==> config.mk <==
export PLATFORM = sky130hd
export DESIGN_NAME = div_datapath
export DESIGN_NICKNAME = d
export VERILOG_FILES = /design/src/rtl/div_datapath.sv
export SDC_FILE = /design/constraint.sdc
export NUM_CORES = 1
export LEC_CHECK = 0
export ABC_AREA = 1
export CORE_MARGIN = 2
export CORE_UTILIZATION = 38
export DETAILED_ROUTE_END_ITERATION = 6
export GPL_TIMING_DRIVEN = 0
export MAX_ROUTING_LAYER = met4
export PLACE_DENSITY = 0.64
export SETUP_SLACK_MARGIN = 0.4
export SLEW_MARGIN = 10
export SYNTH_ARGS = -nofsm -noshare
export SYNTH_HDL_FRONTEND = slang
export SYNTH_SLANG_ARGS = --single-unit
==> constraint.sdc <==
create_clock -name clk -period 2.2 [get_ports clk]
set_input_delay 0.22 -clock clk [delete_from_list [all_inputs] [get_ports clk]]
set_output_delay 0.22 -clock clk [all_outputs]
set_load 0.03 [all_outputs]
==> images/m2.png <==
Cells faint in the background.
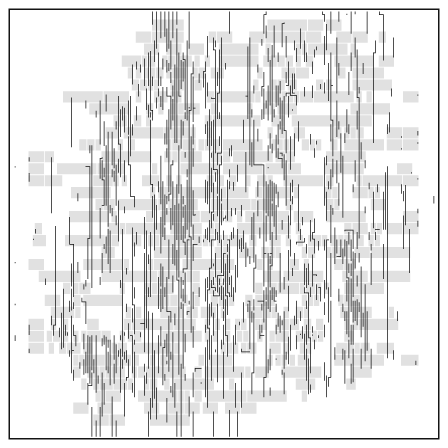
The layer carries 3900 µm of wire. The layer holds 48% of the routed length.
routed vias: 3178
met2 GRT Util: 29.75%
Detailed Route WL: 8199 µm

==> images/clock_nets.png <==
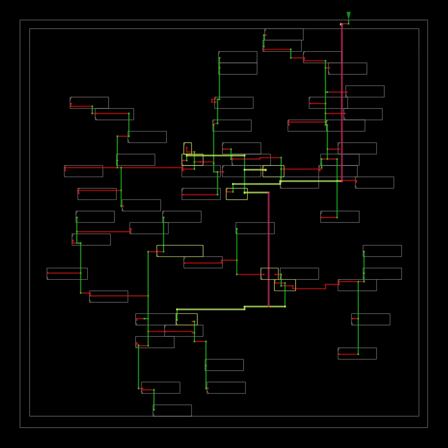
clk pwr: 0.699 mW
skew final: 0.01263 ns
# clock sinks: 52
number of buffers created by CTS: 5

==> images/sizing.png <==
The bar under the picture is 20 µm long.
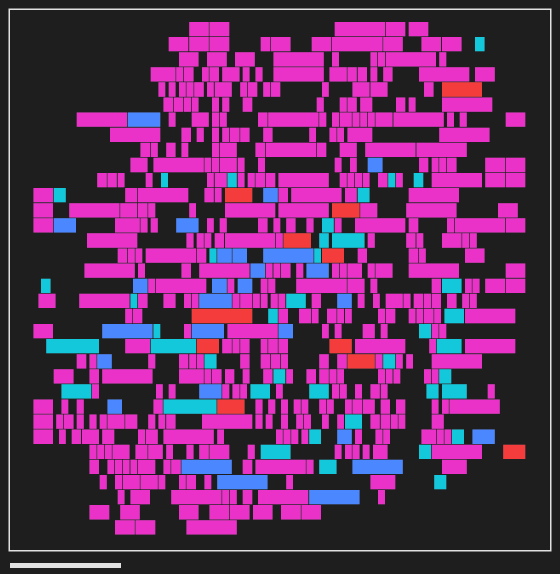
x1 and smaller: drawn in magenta, cells 458, share 85%, most used nand2_1. x3 and x4: drawn in blue, cells 27, share 5.0%, most used buf_4. x6 and larger: drawn in red, cells 11, share 2.1%, most used clkbuf_8. x2: drawn in cyan, cells 40, share 7.5%, most used nand2_2.
final worst slack: 0.01011 ns
P&R area growth vs syn: 33.75%
Buffers, non-clock: 76
design area: 4423 µm²

==> images/m1.png <==
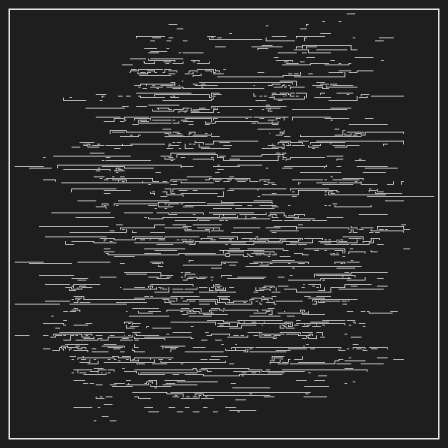
The layer carries 3890 µm of wire. The layer holds 47% of the routed length. The longest straight run is 31.7 µm. The wires run mostly horizontal. 525 nets have wire on it.
M1 GR Usage: 24.01%

==> results_dict.tcl <==
# implementation run metrics
set metrics [dict create \
    crit_fanout 3 \
    core-area_um2 8593 \
    maxCapViolations 0 \
    flop_cell "dfrtp_1" \
    fin_crit_ns 2.190 \
    clkbuf_count 5 \
    grt_overflow_total 0 \
    n_all_inverters 64 \
    ys_seq_share_pct 39.35 \
    cts_root_buf "clkbuf_8" \
    num_io_pins 52 \
    die_x_um 97.29 \
    num_antenna_cells 0 \
    grt_pass1_wl_um 13910 \
    die_h_um 97.29 \
    nFlopsAndLatches 52 \
    synth-edff-count 0 \
    p_comb_mw 4.71 \
    syn_area_um2 3307 \
    grt_antenna_before_repair 0 \
    synth-area-yosys_um2 3307 \
    cts_buffer_depth 2 \
    worst_slew_pin_slew_ns 0.5749 \
    tapCellCount 108 \
    cp.required_ns 1.98 \
    place_area_um2 4004 \
    worst-r2r-cell-count 14 \
    clk_pin_slew_ns 0.11 \
    portBuffers 50 \
    ys_cells 463 \
    vias_per_cell 4.935 \
    use_met3_pct 2.518 \
    synth-warning-count 0 \
    nNetsFinal 573 \
    p_clk_share_pct 9.8 \
    hold_class "input pin to flop" \
    place_congestion 0.8541 \
    wl_per_cell_um 12.73 \
    synth-seq-cells 52 \
    synthArstFlopShare_pct 100.0 \
    grtUsageTotal_pct 18.03 \
    fill_cells 843 \
    final_util_pct 51.47 \
    highest_layer "met4" \
    final_layout_size_suffix_gt1_share_pct 14.55 \
    insertion_delay_ns 0.32 \
    worst_hold_slack_ns 0.2940 \
    buf_share_pct 15.47 \
    grt_busiest_layer "met2" \
    chip_area_um2 9464 \
    sequentialPower_mw 1.75 \
    finalMaxSlewViolations 0 \
    logic_gates 336 \
    outcome "finished clean" \
    ir_drop_uv 584.4 \
    warnings 30 \
    seq_share_pct 29.48 \
    synthCells 463 \
    clk_share_pct 2.603 \
    largest_cell_class "logic gates" \
    dp_hpwl_um 6259 \
    drt-met1-wl_um 3891 \
    dp.cells 622 \
    fmax_ghz 0.4566 \
    grt_pass1_vias 3028 \
    dr_wl_met3_um 296 \
    cp-start-kind "flop" \
    grt_max_degree 35 \
    initCoreUtil_pct 38.48 \
    hold_viol 0 \
    p_int_mw 3.668 \
    rows 34 \
    sw_frac_of_total_pct 48.73 \
    route.antenna.remaining_nets 0 \
    h-tree-depth 2 \
    report.power.total_mw 7.155 \
    holdPathStages 3 \
    power_density_nw_per_um2 1618 \
    combGateArea_um2 1944 \
    wl_met2_um 3896 \
    drc_errors 0 \
    ys_types 28 \
    syn_avg_cell_area_um2 7.142 \
    power_leakage_nw 2.091 \
    period_used_pct 99.54 \
    first_iter_violations 125 \
    cts_tree "done" \
    fp_nets 501 \
    setup_viol 0 \
    final_cells 644 \
]
repair_timing:
action | in CTS | in global routing
buffers inserted | 10 | 3
hold endpoints to repair | 18 | 0
endpoints found under the setup margin | 29 | 25
pin swaps | 9 | 12
resized | 29 | 30
hold buffers | 1 | 0
cell usage after synthesis (all sizes together) (2+ instances only):
master / n / area [µm²]
o22ai: 7 / 43.79
ha: 15 / 187.7
nor3: 4 / 25.02
nand3b: 2 / 15.01
a21oi: 15 / 75.07
o21ai: 43 / 219.0
a31oi: 2 / 12.51
inv: 64 / 240.2
xnor2: 2 / 17.52
buf: 4 / 20.02
o21bai: 2 / 15.01
xor2: 18 / 157.7
nor4: 4 / 25.02
nand3: 37 / 185.2
clkbuf: 7 / 26.28
dfrtp: 52 / 1301
nor2: 44 / 170.2
nand4: 4 / 25.02
nand2: 133 / 499.2
critical path, cell delays in order (launching register included):
cell     delay [ns]
dfrtp_1        0.40
inv_2          0.08
ha_4           0.12
inv_2          0.03
fa_2           0.36
nand3_2        0.10
nand2_2        0.08
nand2_2        0.08
nand2_2        0.06
nand2_2        0.07
nand2_2        0.06
nor2_4         0.08
buf_6          0.13
cell families after synthesis:
group,Yosys count,share of synthesized area [%]
compound gates,72,11.84
xor+xnor,20,5.297
fa+ha+maj,16,6.281
buf+inv,75,8.665
flops,52,39.35
simple gates,228,28.57
cell usage in the layout, fill, tap and decap left out, types with 6 or more instances in the layout:
| cell | count |
|---|---|
| buf_4 | 11 |
| nand2_1 | 122 |
| nor2_1 | 37 |
| clkdlybuf4s50_1 | 47 |
| xor2_1 | 17 |
| nand2_2 | 11 |
| ha_4 | 6 |
| inv_2 | 6 |
| inv_1 | 58 |
| o21ai_0 | 36 |
| dfrtp_1 | 50 |
| ha_1 | 7 |
| a21oi_1 | 13 |
| nand3_1 | 32 |
Power is estimated from default activity; no workload was simulated.
